<file path="src/rtl/cp0_reg_file.sv">
// Coprocessor-0 register file: MTC0/MFC0 access, precise exception/ERET capture,
// Count/Compare timer and the interrupt request fed to the exception unit.
module cp0_reg_file #(
  parameter logic [31:0] RESET_STATUS = 32'h0040_0000,
  parameter int unsigned COUNT_DIV    = 2
) (
  input  logic        clk,
  input  logic        rst_n,
  input  logic        cp0_write_en,
  input  logic        cp0_read_en,
  input  logic [7:0]  cp0_addr,
  input  logic [31:0] cp0_write_data,
  output logic [31:0] cp0_read_data,
  input  logic        exc_valid,
  input  logic [4:0]  exc_code,
  input  logic [31:0] exc_pc,
  input  logic        exc_in_delay_slot,
  input  logic [31:0] exc_badvaddr,
  input  logic        eret,
  input  logic [5:0]  hw_int,
  output logic [31:0] status_out,
  output logic [31:0] cause_out,
  output logic [31:0] epc_out,
  output logic        int_req
);

  localparam logic [7:0]  ADDR_BADVADDR = 8'h40;
  localparam logic [7:0]  ADDR_COUNT    = 8'h48;
  localparam logic [7:0]  ADDR_COMPARE  = 8'h58;
  localparam logic [7:0]  ADDR_STATUS   = 8'h60;
  localparam logic [7:0]  ADDR_CAUSE    = 8'h68;
  localparam logic [7:0]  ADDR_EPC      = 8'h70;
  localparam logic [31:0] STATUS_RW_MASK = 32'h0000_FF03;
  localparam int unsigned DIV_W = (COUNT_DIV > 1) ? $clog2(COUNT_DIV) : 1;
  localparam logic [DIV_W-1:0] DIV_LAST = DIV_W'(COUNT_DIV - 1);

  logic [DIV_W-1:0] r_div;
  logic [31:0]      r_count;
  logic [31:0]      r_compare;
  logic [31:0]      r_epc;
  logic [31:0]      r_badvaddr;
  logic [7:0]       r_status_im;
  logic             r_status_exl;
  logic             r_status_ie;
  logic             r_cause_bd;
  logic             r_cause_ti;
  logic [5:0]       r_cause_ip_hw;
  logic [1:0]       r_cause_ip_sw;
  logic [4:0]       r_cause_exc_code;

  logic w_div_wrap;
  logic w_wr_count;
  logic w_wr_compare;
  logic w_wr_status;
  logic w_wr_cause;
  logic w_wr_epc;
  logic w_ti_next;
  logic w_exc_first;
  logic w_exc_addr_err;
  logic [7:0] w_ip;

  // An exception owns Status/Cause/EPC for its cycle, ERET owns Status;
  // a colliding MTC0 to those registers is dropped, others still commit.
  assign w_wr_count   = cp0_write_en && (cp0_addr == ADDR_COUNT);
  assign w_wr_compare = cp0_write_en && (cp0_addr == ADDR_COMPARE);
  assign w_wr_status  = cp0_write_en && (cp0_addr == ADDR_STATUS) && !exc_valid && !eret;
  assign w_wr_cause   = cp0_write_en && (cp0_addr == ADDR_CAUSE) && !exc_valid;
  assign w_wr_epc     = cp0_write_en && (cp0_addr == ADDR_EPC) && !exc_valid;

  assign w_exc_first    = exc_valid && !r_status_exl;
  assign w_exc_addr_err = (exc_code == 5'd4) || (exc_code == 5'd5);
  assign w_div_wrap     = (r_div == DIV_LAST);

  // Compare write beats a simultaneous match so software can always clear TI.
  assign w_ti_next = w_wr_compare ? 1'b0 :
                     (r_count == r_compare) ? 1'b1 : r_cause_ti;

  always_ff @(posedge clk or negedge rst_n) begin
    if (!rst_n) begin
      r_div <= '0;
    end else if (w_div_wrap) begin
      r_div <= '0;
    end else begin
      r_div <= r_div + DIV_W'(1);
    end
  end

  always_ff @(posedge clk or negedge rst_n) begin
    if (!rst_n) begin
      r_count   <= '0;
      r_compare <= '0;
    end else begin
      if (w_wr_count) begin
        r_count <= cp0_write_data;
      end else if (w_div_wrap) begin
        r_count <= r_count + 32'd1;
      end
      if (w_wr_compare) begin
        r_compare <= cp0_write_data;
      end
    end
  end

  always_ff @(posedge clk or negedge rst_n) begin
    if (!rst_n) begin
      r_status_im  <= RESET_STATUS[15:8];
      r_status_exl <= RESET_STATUS[1];
      r_status_ie  <= RESET_STATUS[0];
    end else begin
      if (exc_valid) begin
        r_status_exl <= 1'b1;
      end else if (eret) begin
        r_status_exl <= 1'b0;
      end else if (w_wr_status) begin
        r_status_exl <= cp0_write_data[1];
      end
      if (w_wr_status) begin
        r_status_im <= cp0_write_data[15:8];
        r_status_ie <= cp0_write_data[0];
      end
    end
  end

  // IP7 tracks the post-edge TI so TI and IP7 always read consistently.
  always_ff @(posedge clk or negedge rst_n) begin
    if (!rst_n) begin
      r_cause_bd       <= 1'b0;
      r_cause_ti       <= 1'b0;
      r_cause_ip_hw    <= '0;
      r_cause_ip_sw    <= '0;
      r_cause_exc_code <= '0;
    end else begin
      r_cause_ti    <= w_ti_next;
      r_cause_ip_hw <= {hw_int[5] | w_ti_next, hw_int[4:0]};
      if (w_wr_cause) begin
        r_cause_ip_sw <= cp0_write_data[9:8];
      end
      if (exc_valid) begin
        r_cause_exc_code <= exc_code;
      end
      if (w_exc_first) begin
        r_cause_bd <= exc_in_delay_slot;
      end
    end
  end

  always_ff @(posedge clk or negedge rst_n) begin
    if (!rst_n) begin
      r_epc      <= '0;
      r_badvaddr <= '0;
    end else begin
      if (w_exc_first) begin
        r_epc <= exc_in_delay_slot ? (exc_pc - 32'd4) : exc_pc;
      end else if (w_wr_epc) begin
        r_epc <= cp0_write_data;
      end
      if (exc_valid && w_exc_addr_err) begin
        r_badvaddr <= exc_badvaddr;
      end
    end
  end

  assign status_out = (RESET_STATUS & ~STATUS_RW_MASK) |
                      {16'h0000, r_status_im, 6'b000000, r_status_exl, r_status_ie};
  assign cause_out  = {r_cause_bd, r_cause_ti, 14'h0000, r_cause_ip_hw, r_cause_ip_sw,
                       1'b0, r_cause_exc_code, 2'b00};
  assign epc_out    = r_epc;

  assign w_ip    = {r_cause_ip_hw, r_cause_ip_sw};
  assign int_req = r_status_ie && !r_status_exl && (|(w_ip & r_status_im));

  always_comb begin
    cp0_read_data = '0;
    if (cp0_read_en) begin
      case (cp0_addr)
        ADDR_BADVADDR: cp0_read_data = r_badvaddr;
        ADDR_COUNT:    cp0_read_data = r_count;
        ADDR_COMPARE:  cp0_read_data = r_compare;
        ADDR_STATUS:   cp0_read_data = status_out;
        ADDR_CAUSE:    cp0_read_data = cause_out;
        ADDR_EPC:      cp0_read_data = r_epc;
        default:       cp0_read_data = '0;
      endcase
    end
  end

endmodule

</file>
<file path="config.mk">
export PLATFORM = sky130hd
export DESIGN_NAME = cp0_reg_file
export DESIGN_NICKNAME = d
export VERILOG_FILES = /design/src/rtl/cp0_reg_file.sv
export SDC_FILE = /design/constraint.sdc
export NUM_CORES = 1
export LEC_CHECK = 0
export CAP_MARGIN = 40
export CORE_UTILIZATION = 40
export CTS_CLUSTER_SIZE = 10
export DETAILED_ROUTE_END_ITERATION = 8
export PLACE_DENSITY_LB_ADDON = 0.08
export SETUP_SLACK_MARGIN = 0.05
export SYNTH_ARGS = -nofsm -noshare
export SYNTH_HDL_FRONTEND = slang
export SYNTH_SLANG_ARGS = --single-unit
</file>
<file path="constraint.sdc">
create_clock -name clk -period 5.3 [get_ports clk]
set_clock_uncertainty 0.15 [all_clocks]
set_input_delay 1.06 -clock clk [delete_from_list [all_inputs] [get_ports clk]]
set_output_delay 1.06 -clock clk [all_outputs]
set_load 0.01 [all_outputs]
</file>
==> flow_summary.json <==
{
  "status": "finished with violations",
  "violations": "design-rule violations",
  "setup_viol": 0,
  "tap-cell-count": 280,
  "clk_share": 0.0511,
  "die_area_um2": 23100,
  "logic_family": "simple AND/OR/NAND/NOR gates",
  "cp-start-kind": "input pin",
  "cp.depth": 8,
  "max_freq_ghz": 0.200,
  "cts_tree": "done",
  "synthSimpleGateAreaFrac": 0.166,
  "core_region_area_um2": 22000,
  "buf_share": 0.199,
  "ys_sh_xor": 0.0865,
  "place_area_um2": 11300,
  "first_pass_iters": 8,
  "endpoint": "cp0_read_data[0]",
  "stdcell_count": 1371,
  "yosys-stat-cells": 889,
  "yosys.area_share.aoi": 0.127,
  "postCtsHoldBufs": 0,
  "muxShareOfSynthArea": 0.118,
  "portBuffers": 211,
  "ios": 251,
  "drtIter0Drc": 731,
  "gr-max-usage-layer": "met1",
  "powerDensity_nw_per_um2": 298,
  "syn_avg_cell_area_um2": 10.1,
  "nClkBuffers": 19,
  "crit_fanout": 24,
  "timing.rr.start": "r_count[0]",
  "fin_nets": 1203,
  "dominant_cells": "logic gates",
  "adder_share": 0.00278,
  "vias": 7763,
  "grt_first_pass_wirelength_mm": 48.3,
  "setup_slack_ps": 292,
  "flop_area_um2": 3850,
  "p_int_w": 0.00251,
  "cp_common_cell": "clkdlybuf4s50_1",
  "met1_usage": 0.419,
  "setup_tns_ps": 0,
  "syn_area_um2": 9010,
  "leakagePower_nw": 4.75,
  "fillers": 1985,
  "hold_start": "r_badvaddr[14]",
  "routed_via_density": 5.66,
  "yosys_area_um2": 9010,
  "dr_wl_met2_mm": 14.1,
  "nonClockInverterCount": 7,
  "routabilityCongestion": 0.900,
  "drc": 18,
  "met3_usage": 0.0570,
  "cp_data_required_time_ps": 4090,
  "cp-end-kind": "output pin",
  "reg2reg_slack_ps": 2670,
  "fin_crit_ps": 5010,
  "tightest_slew_ps": 910,
  "die_x_um": 152,
  "yosysUniqueCellTypes": 58,
  "cts_setup_buffers": 0,
  "finalCritPeriodShare": 0.945,
  "stdcell_area_um2": 11900,
  "reg2reg_depth": 6
}
clock_nets.png
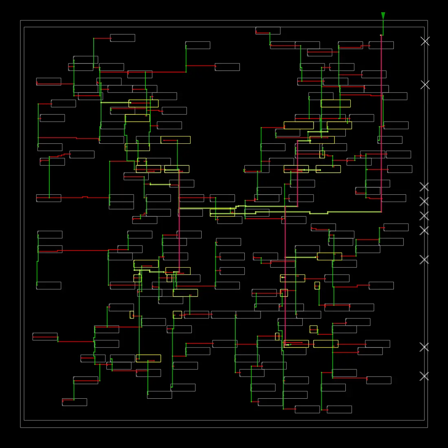
clock latency on the worst-skew pair: 420 ps
flop count: 154
clock buffer count from CTS: 17
Sink Count: 154
P_clk: 0.00130 W

ff_map.png
Drawn at 2 px/um.
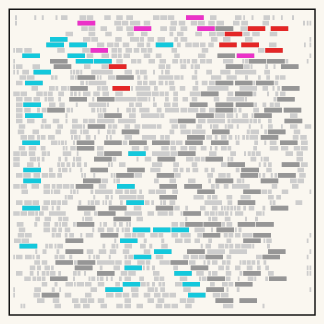
cyan -> r_badvaddr  # placed flops 32
red -> r_status_im  # placed flops 8
magenta -> r_cause_ip_hw  # placed flops 6
not coloured = 108

Power and IR drop assume default switching activity.
